$ cat config.mk
export PLATFORM = sky130hd
export DESIGN_NAME = ldtu_fsm_param
export DESIGN_NICKNAME = d
export VERILOG_FILES = /design/src/rtl/ldtu_fsm_pkg.sv /design/src/rtl/ldtu_fsm_fb.sv /design/src/rtl/ldtu_fsm_param.sv
export SDC_FILE = /design/constraint.sdc
export NUM_CORES = 1
export LEC_CHECK = 0
export CORE_UTILIZATION = 53
export CTS_BUF_LIST = sky130_fd_sc_hd__clkbuf_16
export DETAILED_ROUTE_END_ITERATION = 16
export GPL_ROUTABILITY_DRIVEN = 0
export PLACE_DENSITY = 0.89
export SYNTH_ARGS = -nofsm -noshare
export SYNTH_HDL_FRONTEND = slang
export SYNTH_HIERARCHICAL = 1
export SYNTH_SLANG_ARGS = --single-unit
$ cat constraint.sdc
create_clock -name CLK -period 6.25 [get_ports CLK]
set_input_delay 1.875 -clock CLK [delete_from_list [all_inputs] [get_ports CLK]]
set_output_delay 1.875 -clock CLK [all_outputs]
set_load 0.005 [all_outputs]
$ cat src/rtl/ldtu_fsm_pkg.sv
// LDTU FSM shared definitions.
// State codes and default run parameters.
package ldtu_fsm_pkg;

  localparam int DEF_BAS_RUN = 5;
  localparam int DEF_SIG_RUN = 2;
  localparam int DEF_FB_LAT  = 1;
  localparam int DEF_OCW     = 12;

  localparam logic [3:0] S_IDLE     = 4'd0;
  localparam logic [3:0] S_BAS      = 4'd1;
  localparam logic [3:0] S_BAS_BIS  = 4'd2;
  localparam logic [3:0] S_SIGN     = 4'd3;
  localparam logic [3:0] S_SIGN_BIS = 4'd4;
  localparam logic [3:0] S_BC0      = 4'd5;
  localparam logic [3:0] S_BC0_S    = 4'd6;
  localparam logic [3:0] S_BC0_BIS  = 4'd7;
  localparam logic [3:0] S_HDR      = 4'd8;
  localparam logic [3:0] S_HDR_S    = 4'd9;
  localparam logic [3:0] S_HDR_B    = 4'd10;

  localparam logic [2:0] FB_IDLE      = 3'd0;
  localparam logic [2:0] FB_DATA_ODD  = 3'd1;
  localparam logic [2:0] FB_LAT1      = 3'd2;
  localparam logic [2:0] FB_DATA_EVEN = 3'd3;
  localparam logic [2:0] FB_LAT2      = 3'd4;

endpackage

$ cat src/rtl/ldtu_fsm_fb.sv
// LDTU fallback FSM: alternating data words
// separated by FB_LAT idle cycles.
module ldtu_fsm_fb
  import ldtu_fsm_pkg::*;
#(
  parameter int FB_LAT = DEF_FB_LAT
) (
  input  logic       i_clk,
  input  logic       i_rst,
  input  logic       i_en,
  output logic [2:0] o_state,
  output logic [2:0] o_lat_cnt,
  output logic       o_err
);

  localparam logic [2:0] L_LAST = 3'(FB_LAT - 1);

  logic [2:0] r_state;
  logic [2:0] r_cnt;
  logic [2:0] w_nstate;
  logic [2:0] w_ncnt;
  logic       w_err;
  logic       w_lat;

  assign w_lat = (r_state == FB_LAT1) ||
                 (r_state == FB_LAT2);

  always_comb begin
    w_nstate = FB_IDLE;
    w_ncnt   = 3'd0;
    w_err    = 1'b0;
    case (r_state)
      FB_IDLE:      w_nstate = FB_DATA_ODD;
      FB_DATA_ODD:  w_nstate = FB_LAT1;
      FB_LAT1: begin
        if (r_cnt == L_LAST) begin
          w_nstate = FB_DATA_EVEN;
        end else begin
          w_nstate = FB_LAT1;
          w_ncnt   = r_cnt + 3'd1;
        end
      end
      FB_DATA_EVEN: w_nstate = FB_LAT2;
      FB_LAT2: begin
        if (r_cnt == L_LAST) begin
          w_nstate = FB_DATA_ODD;
        end else begin
          w_nstate = FB_LAT2;
          w_ncnt   = r_cnt + 3'd1;
        end
      end
      default:      w_err = 1'b1;
    endcase
    // counter out of range is treated as an upset
    if (w_lat ? (r_cnt > L_LAST) : (r_cnt != 3'd0))
      w_err = 1'b1;
  end

  always_ff @(posedge i_clk) begin
    if (i_rst) begin
      r_state <= FB_IDLE;
      r_cnt   <= 3'd0;
    end else if (w_err || !i_en) begin
      r_state <= FB_IDLE;
      r_cnt   <= 3'd0;
    end else begin
      r_state <= w_nstate;
      r_cnt   <= w_ncnt;
    end
  end

  assign o_state   = r_state;
  assign o_lat_cnt = r_cnt;
  assign o_err     = w_err;

endmodule

$ cat src/rtl/ldtu_fsm_param.sv
// LDTU encoding FSM with orbit header insertion,
// plus the fallback FSM selected by 'fallback'.
module ldtu_fsm_param
  import ldtu_fsm_pkg::*;
#(
  parameter int BAS_RUN = DEF_BAS_RUN,
  parameter int SIG_RUN = DEF_SIG_RUN,
  parameter int FB_LAT  = DEF_FB_LAT,
  parameter int OCW     = DEF_OCW
) (
  input  logic           CLK,
  input  logic           reset,
  input  logic           fallback,
  input  logic           Orbit,
  input  logic           baseline_flag,
  output logic [3:0]     state,
  output logic [3:0]     word_idx,
  output logic [2:0]     fb_state,
  output logic [2:0]     fb_lat_cnt,
  output logic [OCW-1:0] orbit_cnt,
  output logic           seu_error
);

  localparam logic [4:0] L_BAS = 5'(BAS_RUN);
  localparam logic [4:0] L_SIG = 5'(SIG_RUN);

  logic [3:0]     r_state;
  logic [3:0]     r_idx;
  logic [OCW-1:0] r_orb;
  logic           r_seu;
  logic [3:0]     w_nstate;
  logic [3:0]     w_nidx;
  logic           w_inc;
  logic           w_err;
  logic           w_fb_err;
  logic [4:0]     w_idx5;
  logic           w_flag;

  assign w_idx5 = {1'b0, r_idx};
  assign w_flag = baseline_flag;

  always_comb begin
    w_nstate = S_IDLE;
    w_nidx   = 4'd0;
    w_inc    = 1'b0;
    w_err    = 1'b0;
    case (r_state)
      S_IDLE: begin
        if (Orbit) begin
          w_nstate = S_HDR;
          w_inc    = 1'b1;
        end else begin
          w_nstate = w_flag ? S_BAS : S_SIGN;
        end
      end
      S_BAS: begin
        w_err = (w_idx5 >= L_BAS);
        if (Orbit) begin
          w_nstate = S_BC0;
          w_inc    = 1'b1;
        end else if (w_flag) begin
          w_nstate = S_BAS;
          if (w_idx5 != L_BAS - 5'd1)
            w_nidx = r_idx + 4'd1;
        end else begin
          w_nstate = S_BAS_BIS;
        end
      end
      S_BAS_BIS: begin
        if (Orbit) begin
          w_nstate = S_BC0_BIS;
          w_inc    = 1'b1;
        end else begin
          w_nstate = w_flag ? S_SIGN_BIS : S_SIGN;
        end
      end
      S_SIGN: begin
        w_err = (w_idx5 >= L_SIG);
        if (Orbit) begin
          w_inc    = 1'b1;
          w_nstate = (w_idx5 == L_SIG - 5'd1) ?
                     S_BC0_BIS : S_BC0_S;
        end else if (!w_flag) begin
          w_nstate = S_SIGN;
          if (w_idx5 != L_SIG - 5'd1)
            w_nidx = r_idx + 4'd1;
        end else begin
          w_nstate = S_SIGN_BIS;
        end
      end
      S_SIGN_BIS: begin
        if (Orbit) begin
          w_nstate = S_BC0;
          w_inc    = 1'b1;
        end else begin
          w_nstate = w_flag ? S_BAS : S_BAS_BIS;
        end
      end
      S_BC0, S_BC0_BIS:
        w_nstate = w_flag ? S_HDR_B : S_HDR_S;
      S_BC0_S:
        w_nstate = S_HDR;
      S_HDR:
        w_nstate = w_flag ? S_BAS : S_SIGN;
      S_HDR_S:
        w_nstate = w_flag ? S_SIGN_BIS : S_SIGN;
      S_HDR_B:
        w_nstate = w_flag ? S_BAS : S_BAS_BIS;
      default:
        w_err = 1'b1;
    endcase
    // only grouped states may carry a non-zero index
    if (r_state != S_BAS && r_state != S_SIGN &&
        r_idx != 4'd0)
      w_err = 1'b1;
  end

  always_ff @(posedge CLK) begin
    if (reset) begin
      r_state <= S_IDLE;
      r_idx   <= 4'd0;
      r_orb   <= '0;
      r_seu   <= 1'b0;
    end else begin
      r_seu <= w_err | w_fb_err;
      if (w_err || fallback) begin
        r_state <= S_IDLE;
        r_idx   <= 4'd0;
      end else begin
        r_state <= w_nstate;
        r_idx   <= w_nidx;
        if (w_inc)
          r_orb <= r_orb + 1'b1;
      end
    end
  end

  ldtu_fsm_fb #(
    .FB_LAT (FB_LAT)
  ) u_fb (
    .i_clk     (CLK),
    .i_rst     (reset),
    .i_en      (fallback),
    .o_state   (fb_state),
    .o_lat_cnt (fb_lat_cnt),
    .o_err     (w_fb_err)
  );

  assign state     = r_state;
  assign word_idx  = r_idx;
  assign orbit_cnt = r_orb;
  assign seu_error = r_seu;

endmodule

==> qor.yml, run 1 <==
grt_usage_pct: 23.41
ys_seq_elements: 27
insertedDiodeCount: 0
worst-path-max-fanout: 16
insertion_delay_ns: 0.26
path_clk_slew_ns: 0.07
place_inst: 223
fin_util_pct: 72.22
portBuffers: 31
maxSlewHeadroom_pct: 60.99
ctsHoldBuffers: 0
worst_pin_slew_ns: 0.5833
routed_wl_mm: 3.167
drt-pass1-iter-count: 4
instances_no_fill: 227
drive_gt1_share_pct: 6.599
clockBufferDepth: 2
crit_chain: "clkdlybuf4s50_1 -> or2b_2 -> nor3_1 -> o211ai_2 -> or4_1 -> a21oi_1"
gr-total-overflow: 0
whs_ns: 0.4896
maxSlewViolCount: 0
hold_class: "reg -> reg"
post_cts_buffers: 0
ant_nets: 0
ir_drop_mv: 0.2106
critPathTopFamily: "simple AND/OR/NAND/NOR gates"
fin_nets: 209
ys_types: 46
fmax_mhz: 260.2
powerDensity_nw_per_um2: 196.7
rows: 18
viasPerCell: 5.850
crit_buf_inv: 1
p_leak_nw: 0.6384
worstPathRequired_ns: 6.44
setup_viol: 0
drc: 0
lay_top_cells: "clkdlybuf4s50_1, dfxtp_1, a21oi_1"
cap_violations: 0
die_h_um: 54.29
status: "finished, final reports clean"
setup-tns-final_ns: 0
clockRootBuffer: "clkbuf_16"
final-hold-violation-count: 0
cts_buffers: 3
end_kind: "flop"
cp.arrival_ns: 4.03
core-area_um2: 2522
rsz0062_at_grt: "false"
dieArea_um2: 2947
antenna_found_initial: 0
grt_pass1_vias: 1160
vias: 1328
die_w_um: 54.29
ys_chip_area_um2: 1449
syn2layout_area_growth_pct: 25.73
clock_sinks: 27
synth-edff-count: 0
layout_min_cycle_time_ns: 3.843
yosysCellCount: 168
yosysSeqAreaShare_pct: 37.31
cts_tree: "yes"
grt_pass1_wl_mm: 4.995
mostFrequentLayoutCell: "clkdlybuf4s50_1"
netlist_instances: 168
critPathSlowestCell: "clkdlybuf4s50_1"
wl_per_cell_um: 13.95
ys_warn_count: 6
finClkSkew_ns: 0.001950
hpwl_mm: 2.237
io-pin-count: 32
cts_resized: 0
tool_warnings: 30
dr.first_iter.drc_count: 23
async_flop_share_pct: 0
ys.flop_type: "dfxtp_1"
syn_area_um2: 1449
avgSynthCellArea_um2: 8.624
grt_start_max_net_pins: 17
max_stage_delay_ns: 0.62
htree_levels: 1
fp_util_pct: 57.44
worstSetupPathType: "in -> reg"
start_kind: "primary input"
finalCritPeriodShare_pct: 61.49
[run 1: cell type report]
| type | instances | area, um2 |
|---|---|---|
| Clock buffer | 3 | 75.07 |
| Clock inverter | 1 | 5.005 |
| Fill cell | 199 | 700.7 |
| Inverter | 8 | 30.03 |
| Multi-Input combinational cell | 127 | 823.3 |
| Sequential cell | 27 | 540.5 |
| Tap cell | 30 | 37.54 |
| Timing Repair Buffer | 31 | 310.3 |
[run 1: worst min-delay path, cell delays in order (launching register included)]
cell,delay [ns]
dfxtp_1,0.31
o21ai_0,0.07
a21oi_1,0.06
[run 1: cell families (layout without fill, tap and decap cells)]
family / Yosys count / in the layout / share of synthesized area (%)
AND/OR/NAND/NOR: 61 / 61 / 24.61
flip-flops: 27 / 27 / 37.31
buffers and inverters: 16 / 43 / 6.390
adder cells (fa/ha/maj): 6 / 6 / 5.181
other: 2 / 4 / 0.5183
multiplexers: 4 / 4 / 2.763
XOR/XNOR: 3 / 3 / 1.814
AND-OR/OR-AND: 49 / 49 / 21.42
[run 1: flip-flops by register name, summed over array words and instances, names as in the netlist]
| name | count |
|---|---|
| u_fb/o_state | 3 |
| orbit_cnt | 12 |
| state | 4 |
| seu_error | 1 |
| u_fb/o_lat_cnt | 3 |
| word_idx | 4 |
[run 1: synth_stat cells, types with 2 or more instances]
library cell  number  area [um2]
nor3_1             6       30.03
buf_6              3       33.78
clkbuf_1           3       11.26
and3_1             2       12.51
xnor2_1            2       17.52
and2_1             2       12.51
o21a_1             2       15.01
a31oi_1            2       12.51
conb_1             2       7.510
nor3b_1            3       22.52
or3_1              8       50.05
mux2i_1            4       40.04
inv_1              8       30.03
ha_1               6       75.07
o211ai_1           3       22.52
a21oi_1           16       80.08
nand3_1            4       20.02
nor2_1            13       48.80
dfxtp_1           27       540.5
nand2_1            9       33.78
nand4_1            3       18.77
o21ai_0           13       65.06
o31ai_1            3       22.52
a211oi_1           2       15.01
[run 1: metal layers]
metal  track usage, %  vias up  share of wire (%)
met1            29.85      617                 44
met4            10.68        0                1.7
met3            5.000        7                4.1
met5                0        -                  0
met2            37.60       41                 50
li1                 -      663                  -
[run 1: path summary, 6_finish.rpt]
path | from | endpoint | slack, ns | cells past startpoint
hold reg to reg | orbit_cnt[11] | orbit_cnt[11] | 0.49 | 2
setup / recovery | Orbit | orbit_cnt[7] | 2.41 | 6
setup reg to reg | word_idx[1] | orbit_cnt[7] | 3.81 | 7
hold / removal | orbit_cnt[11] | orbit_cnt[11] | 0.49 | 2
[run 1: where the power goes]
group | total (mW) | internal (mW) | switching, mW
Clock | 0.146 | 0.0864 | 0.0598
Combinational | 0.0321 | 0.0162 | 0.0160
Sequential | 0.180 | 0.175 | 0.00475
Total | 0.358 | 0.278 | 0.0805
[run 1: stage by stage]
stage | instance area [um2] | power [mW] | worst slack (ns)
after floorplan | 1456 | 0.2038 | 2.923
after global placement | 1742 | 0.2143 | 2.246
after detailed placement | 1742 | 0.2153 | 2.174
after CTS | 1822 | 0.3603 | 2.417
after global routing | 1822 | 0.3686 | 2.250
final | 1822 | 0.3584 | 2.407
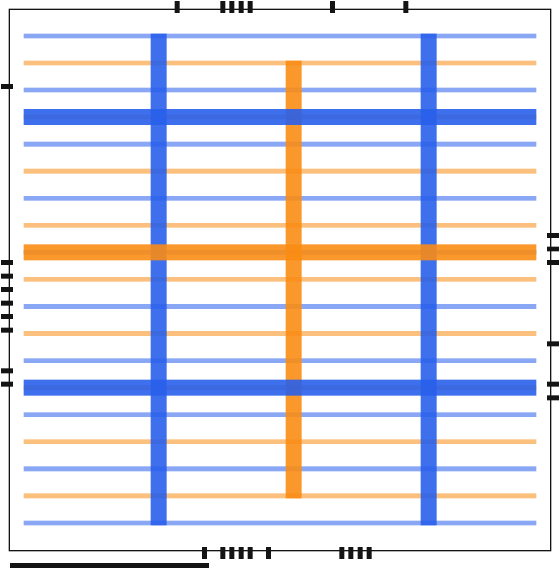
Figure 1: run 1, power grid.
Bar = 20 um. Pins as bars on the die edge.
net	colour
VSS	blue
VDD	orange
met5 straps	3
met4 straps	3
signal pins	32
rows	18
met1 rails	19

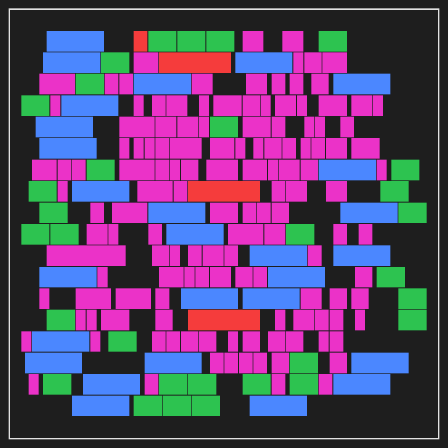
Figure 2: run 1, cells coloured by class.
class	colour	cells
sequential cells	blue	27
remaining buffers and delay cells	green	31
clock drivers and dummy loads	red	4
combinational and other logic	magenta	135

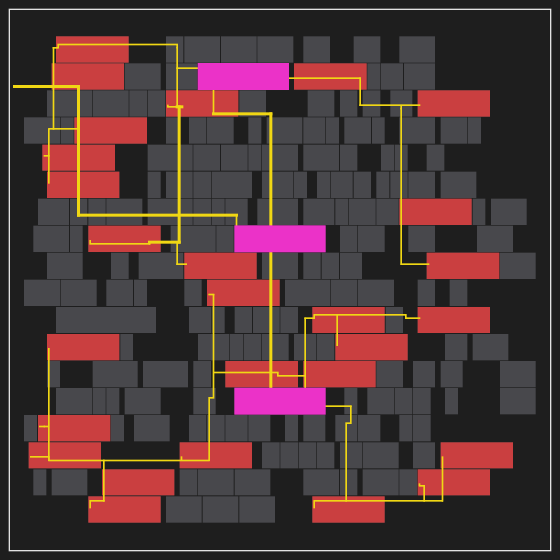
Figure 3: run 1, routed clock nets over the placement.
[clock drivers] magenta | count: 3
[flip-flops] red | count: 27
[clock wires] yellow | length: 313 um
routed clock nets	4

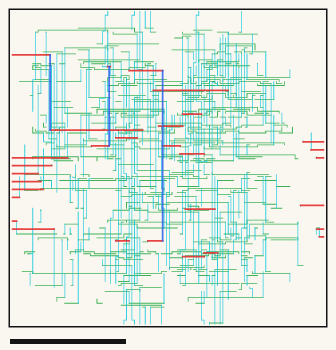
Figure 4: run 1, routed metal, one colour a layer.
Bar = 20 um.
layer	colour	wire length
metal 3	red	130 um
metal 1	green	1380 um
metal 4	blue	55.8 um
metal 2	cyan	1600 um

Figure 5. Routing congestion map (run 1).
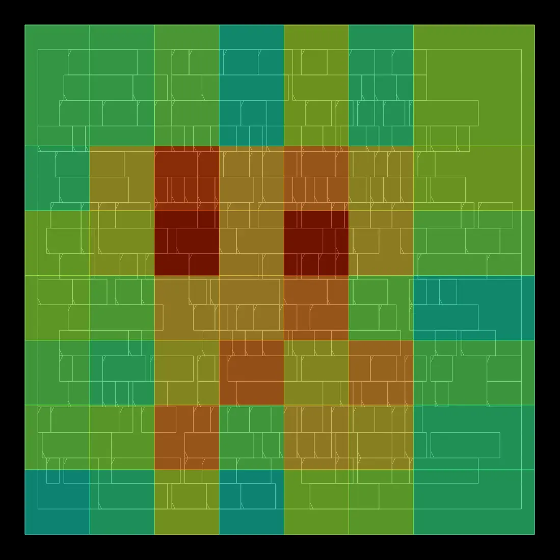

## Run 2: what changed since run 1
--- a/config.mk
+++ b/config.mk
@@ -5,11 +5,11 @@
 export SDC_FILE = /design/constraint.sdc
 export NUM_CORES = 1
 export LEC_CHECK = 0
-export CORE_UTILIZATION = 53
+export CORE_UTILIZATION = 45
 export CTS_BUF_LIST = sky130_fd_sc_hd__clkbuf_16
 export DETAILED_ROUTE_END_ITERATION = 16
 export GPL_ROUTABILITY_DRIVEN = 0
-export PLACE_DENSITY = 0.89
+export PLACE_DENSITY = 0.81
 export SYNTH_ARGS = -nofsm -noshare
 export SYNTH_HDL_FRONTEND = slang
 export SYNTH_HIERARCHICAL = 1
==> constraint.sdc (replaced) <==
create_clock -name CLK -period 3.3 [get_ports CLK]
set_input_delay 0.99 -clock CLK [delete_from_list [all_inputs] [get_ports CLK]]
set_output_delay 0.99 -clock CLK [all_outputs]
set_load 0.005 [all_outputs]
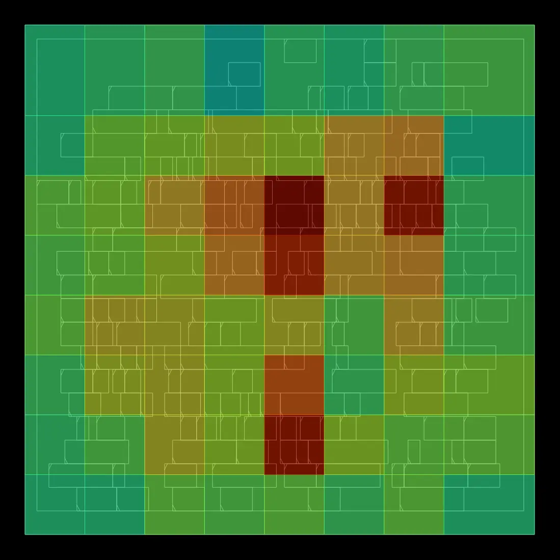
Figure 6: run 2, routing congestion map.
M2 GR Usage: 32.79%
fin util: 60.45%

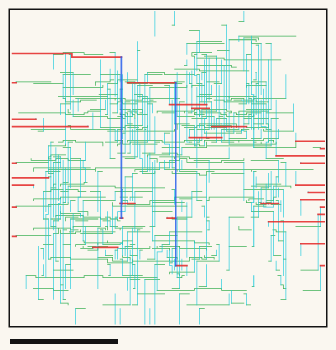
Figure 7: run 2, routed metal, one colour a layer.
Bar = 20 um.
Routed WL: 3.056 mm
Routed WL per cell: 12.63 um
total number of vias: 1317

==> run 2 against run 1 <==
Flip-flop count unchanged. Largest power group unchanged. Synthesized cell count is the same. Critical path depth stayed put.
==> qor.yml, run 2 <==
fin_area_um2: 1846
switchingPower_mw: 0.1520
top_cells_by_area: "dfxtp_1, a21oi_1, ha_1, o21ai_0, or3_1"
cap_violations: 0
dr.first_iter.drc_count: 49
status: "finished, final reports clean"
grt_pass1_vias: 1221
insertedDiodeCount: 0
nFillCells: 292
gr-total-overflow: 0
whs_ns: 0.4953
cts_tree: "yes"
ys_types: 46
syn_area_um2: 1449
critPathSlowestCell: "or3_2"
insertion_delay_ns: 0.26
ant_nets: 0
yosys.area.top_type: "dfxtp_1"
largest_reg_flops: 12
synth_top_area_share_pct: 37.31
mostFrequentLayoutCell: "clkdlybuf4s50_1"
pwr-share-seq_pct: 50.3
ir_drop_mv: 0.2494
max_stage_delay_ns: 0.49
worst-path-max-fanout: 16
rows: 20
ys_chip_area_um2: 1449
ys_warn_count: 6
powerDensity_nw_per_um2: 367.3
ys_seq_elements: 27
ys.flop_type: "dfxtp_1"
finalCritPeriodShare_pct: 84.47
yosysMostFrequentCell: "dfxtp_1"
min_path_cells: 2
layout_min_cycle_time_ns: 2.787
portBuffers: 31
dieArea_um2: 3450
grt_pass1_wl_mm: 5.340
end_kind: "flop"
setup_slack_ns: 0.5126
netlist_instances: 168
crit_chain: "clkdlybuf4s50_1 -> or2b_2 -> nor3_1 -> o211ai_2 -> or3_2 -> a21oi_1"
clock_sinks: 27
worstHoldEndpoint: "orbit_cnt[11]"
p_leak_nw: 0.6446
lay_top_cells: "clkdlybuf4s50_1, dfxtp_1, a21oi_1"
r2r_cells: 7
async_flop_share_pct: 0
rsz0062_at_grt: "false"
drc: 0
cts_buffers: 3
synth-edff-count: 0
power.share.switching_pct: 22.42
dp_slack_ns: 0.2790
htree_levels: 1
clkPwrFrac_pct: 40.7
r2r_setup_slack_ns: 0.96
finClkSkew_ns: 0.004736
start_kind: "primary input"
maxSlewHeadroom_pct: 62.92
die_w_um: 58.74
p_int_mw: 0.5259
yosysSeqAreaShare_pct: 37.31
io-pin-count: 32
fin_nets: 210
antenna_found_initial: 0
crit_buf_inv: 1
rr_endpoint: "orbit_cnt[2]"
critPathTopFamily: "simple AND/OR/NAND/NOR gates"
final-seq-area_um2: 540.5
avgSynthCellArea_um2: 8.624
r2r_start: "word_idx[1]"
syn2layout_area_growth_pct: 27.37
ctsHoldBuffers: 0
drt-pass1-iter-count: 4
synthTopCellsByCount: "dfxtp_1, a21oi_1, nor2_1, o21ai_0, nand2_1"
hpwl_mm: 2.238
core-area_um2: 3053
clockRootBuffer: "clkbuf_16"
cts_resized: 0
tool_warnings: 30
grt_start_max_net_pins: 17
placed_cell_area_um2: 1767
comb_power_share_pct: 9.0
setup_viol: 0
yosysCellCount: 168
final-hold-violation-count: 0
die_h_um: 58.74
worstPathRequired_ns: 3.49
fp_util_pct: 47.46
grt_usage_pct: 20.28
drive_gt1_share_pct: 6.566
path_clk_slew_ns: 0.06
worst_pin_slew_ns: 0.5545
post_cts_buffers: 0
clockBufferDepth: 2
maxSlewViolCount: 0
setup-tns-final_ns: 0
hold_class: "reg -> reg"
fmax_mhz: 358.8
cp.arrival_ns: 2.98
worstSetupPathType: "in -> reg"
viasPerCell: 5.442
final-comb-area_um2: 823.3
min_from: "orbit_cnt[11]"
run 2: cell counts after synthesis:
No cell type changed its count.
run 2: logic make-up (layout without fill, tap and decap cells):
kind of cell / count (synthesis) / after routing / share of synthesized area, %
AND/OR/NAND/NOR: 61 / 61 / 24.61
AND-OR/OR-AND: 49 / 49 / 21.42
flip-flops: 27 / 27 / 37.31
buffers and inverters: 16 / 44 / 6.390
adder cells (fa/ha/maj): 6 / 6 / 5.181
multiplexers: 4 / 4 / 2.763
XOR/XNOR: 3 / 3 / 1.814
other: 2 / 4 / 0.5183
run 2: per-layer routing:
metal	vias up	share of wire [%]	GRT usage (%)
met4	0	2.1	12.24
met2	39	47	32.79
met3	5	4.8	4.176
li1	663	-	-
met5	-	0	0
met1	610	46	24.73
run 2: area by class of cell:
cell class	instances	share of cell area, %
inverters	8	1.627
flip-flops and latches	27	29.29
well taps	44	2.983
clock buffers	3	4.068
repair buffers	32	17.22
clock inverters	1	0.2034
multi-input cells	127	44.61
run 2: per-stage QoR:
| step | util (%) | instances | total power [mW] |
|---|---|---|---|
| after floorplan | - | 170 | 0.3860 |
| after global placement | 57.87 | 238 | 0.4065 |
| after detailed placement | 57.87 | 238 | 0.4089 |
| after CTS | 60.45 | 242 | 0.6827 |
| after global routing | 60.45 | 242 | 0.7049 |
| final | 60.45 | 242 | 0.6778 |
run 2: worst max path at each step:
stage,start,to,depth (start not counted)
final,Orbit,orbit_cnt[2],6
after global placement,Orbit,orbit_cnt[2],6
after floorplan,Orbit,orbit_cnt[5],7
after detailed placement,Orbit,orbit_cnt[7],6
after global routing,Orbit,orbit_cnt[7],6
after CTS,Orbit,orbit_cnt[7],6
run 2: worst register-to-register path, cell delays in order, from the launching register on:
cell	delay (ns)
dfxtp_1	0.41
inv_1	0.08
ha_1	0.21
or2b_1	0.22
a211oi_1	0.40
o211ai_2	0.32
or3_2	0.49
a21oi_1	0.14
run 2: power groups by stage:
stage	sequential, mW	clock [mW]	combinational, mW
detailed placement	0.348	0	0.0609
CTS	0.340	0.281	0.0613
finish	0.341	0.276	0.0612
global placement	0.348	0	0.0590
global route	0.342	0.296	0.0678
floorplan	0.345	0	0.0414
## Run 3: what changed since run 2
==> constraint.sdc (replaced) <==
create_clock -name CLK -period 2.2 [get_ports CLK]
set_input_delay 0.66 -clock CLK [delete_from_list [all_inputs] [get_ports CLK]]
set_output_delay 0.66 -clock CLK [all_outputs]
set_load 0.005 [all_outputs]
==> run 3 against run 2 <==
Non-clock buffer count grew 13. Critical path depth is the same. Combinational power grew 100%. Synthesized cell count is the same. Die size is the same. Utilization grew 5.8 points. Clock skew shrank 0.00091 ns. Total power grew 57%. Flip-flop count is the same. Via count grew 11%. Clock-buffer cell count is the same.
==> qor.yml, run 3 <==
crit_chain: "clkdlybuf4s50_1 -> or2b_4 -> nor3_4 -> o211ai_4 -> or3_2 -> a21oi_1"
dr.first_iter.drc_count: 94
clock_sinks: 27
clkPwrFrac_pct: 40.3
yosys.area.top_type: "dfxtp_1"
synth_top_area_share_pct: 37.31
crit_buf_inv: 1
hold_class: "reg -> reg"
io-pin-count: 32
worstSetupPathType: "in -> reg"
setup_viol: 0
ys_chip_area_um2: 1449
finalCritPeriodShare_pct: 96.91
p_leak_nw: 0.7168
yosysCellCount: 168
cap_violations: 0
grt_pass1_wl_mm: 5.802
gr-total-overflow: 0
clockRootBuffer: "clkbuf_16"
final-hold-violation-count: 0
rows: 20
critPathTopFamily: "simple AND/OR/NAND/NOR gates"
critPathSlowestCell: "clkdlybuf4s50_1"
worst-path-max-fanout: 7
yosysSeqAreaShare_pct: 37.31
pwr-share-seq_pct: 47.9
switchingPower_mw: 0.2526
lay_top_cells: "clkdlybuf4s50_1, dfxtp_1, a21oi_1, buf_4, nor2_1"
clockBufferDepth: 2
path_clk_slew_ns: 0.07
portBuffers: 31
fp_util_pct: 47.46
grt_start_max_net_pins: 17
ir_drop_mv: 0.2680
yosysMostFrequentCell: "dfxtp_1"
insertedDiodeCount: 0
die_w_um: 58.74
ys.flop_type: "dfxtp_1"
start_kind: "primary input"
end_kind: "flop"
mostFrequentLayoutCell: "clkdlybuf4s50_1"
synthTopCellsByCount: "dfxtp_1, a21oi_1, nor2_1, o21ai_0, nand2_1"
max_stage_delay_ns: 0.49
vias: 1460
cts_tree: "yes"
fin_util_pct: 66.23
drt-pass1-iter-count: 4
drc: 0
top_cells_by_area: "dfxtp_1, a21oi_1, ha_1, o21ai_0, or3_1"
cp.arrival_ns: 2.34
wl_per_cell_um: 14.31
hpwl_mm: 2.408
largest_reg_flops: 12
cts_buffers: 3
powerDensity_nw_per_um2: 525.1
syn_area_um2: 1449
nFillCells: 279
p_int_mw: 0.8090
comb_power_share_pct: 11.8
maxSlewViolCount: 0
antenna_found_initial: 0
ant_nets: 0
ys_warn_count: 6
grt_pass1_vias: 1294
synth-edff-count: 0
finClkSkew_ns: 0.003822
fin_nets: 224
status: "finished, final reports clean"
power.share.switching_pct: 23.79
async_flop_share_pct: 0
grt_usage_pct: 22.08
insertion_delay_ns: 0.26
tool_warnings: 30
syn2layout_area_growth_pct: 39.55
dieArea_um2: 3450
avgSynthCellArea_um2: 8.624
viasPerCell: 5.703
drive_gt1_share_pct: 16.51
whs_ns: 0.4649
worstPathRequired_ns: 2.40
layout_min_cycle_time_ns: 2.132
run 3: stage by stage:
stage / total power, mW / TNS, ns / cell area [um2] / worst slack (ns) / instances
final: 1.062 / 0 / 2022 / 0.06796 / 256
after global routing: 1.098 / -0.05523 / 2022 / -0.03502 / 256
after CTS: 1.051 / 0 / 1971 / 0.04196 / 255
after detailed placement: 0.6258 / -4.250 / 1849 / -0.4220 / 249
after global placement: 0.6219 / -3.809 / 1849 / -0.3933 / 249
after floorplan: 0.5791 / 0 / 1456 / 0.08763 / 170
run 3: per-layer routing:
layer / vias up / track usage, % / share of wire, %
li1: 696 / - / -
met1: 686 / 27.34 / 41
met2: 67 / 38.31 / 51
met3: 11 / 3.297 / 5.6
met4: 0 / 8.844 / 2.2
met5: - / 0 / 0
run 3: cells by family (layout without fill, tap and decap cells):
family / after synthesis / in the layout / synth area share, %
and+or+nand+nor: 61 / 61 / 24.61
AOI/OAI and AO/OA: 49 / 50 / 21.42
DFF: 27 / 27 / 37.31
buffers and inverters: 16 / 57 / 6.390
adders and majority gates: 6 / 6 / 5.181
muxes: 4 / 4 / 2.763
xor gates and xnor gates: 3 / 3 / 1.814
other: 2 / 4 / 0.5183
run 3: worst register-to-register path, stage by stage (launching register included):
cell and delay [ns]:
dfxtp_2 0.37, inv_1 0.07, ha_1 0.22, or4_4 0.43
o21ai_4 0.22, o211ai_1 0.18, or3_1 0.39, a21oi_2 0.14
run 3: timing repair:
| item | in CTS | in global routing |
|---|---|---|
| resized | 5 | 8 |
| pin swaps | 8 | 6 |
| buffers inserted | 1 | 1 |
| setup endpoints to repair | 12 | 17 |
| cloned | 1 | 0 |
run 3: worst paths after layout:
kind	endpoint	cells past startpoint	slack, ns	startpoint
hold / removal	word_idx[0]	1	0.46	word_idx[0]
hold reg to reg	word_idx[0]	1	0.46	word_idx[0]
setup / recovery	orbit_cnt[2]	6	0.07	Orbit
setup reg to reg	orbit_cnt[11]	7	0.12	word_idx[0]
run 3: area by class of cell:
type	instances	area [um2]	area share, %
Clock inverter	1	7.507	0.3713
Tap cell	44	55.05	2.723
Sequential cell	27	543.0	26.86
Timing Repair Buffer	45	415.4	20.54
Inverter	8	30.03	1.485
Clock buffer	3	75.07	3.713
Multi-Input combinational cell	128	895.9	44.31
run 3: power by group through the flow:
stage	clock network [mW]	logic, mW	registers, mW
after floorplan	0	0.0620	0.517
after global placement	0	0.103	0.519
after detailed placement	0	0.106	0.520
after CTS	0.429	0.114	0.508
after global routing	0.454	0.134	0.510
final	0.428	0.125	0.508
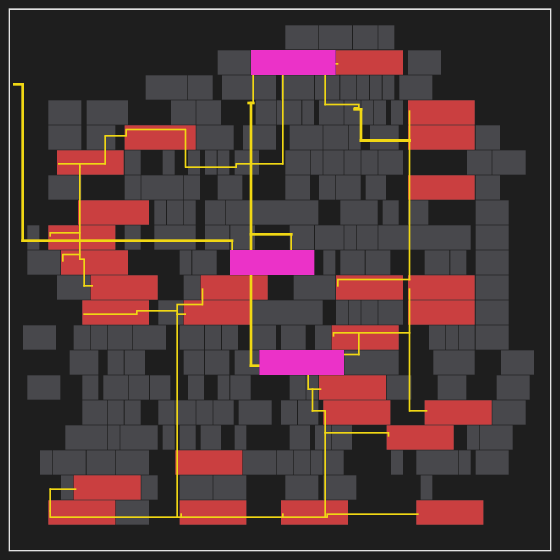
Figure 8: run 3, routed clock nets over the placement.
[clock wires] yellow | length: 342 um
[clock drivers] magenta | count: 3
[flip-flops] red | count: 27
routed clock nets	4
flops lie	widely spread

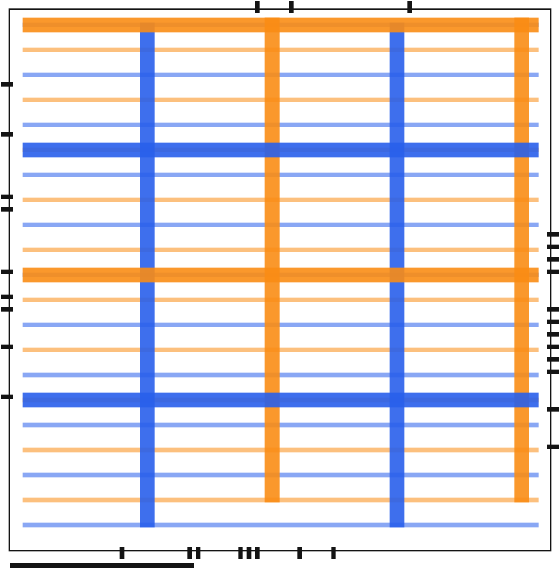
Figure 9: run 3, power grid.
Bar = 20 um. Pins as bars on the die edge.
Chip Height: 58.74 um
core area: 3053 um2

Power and IR drop assume default switching activity.
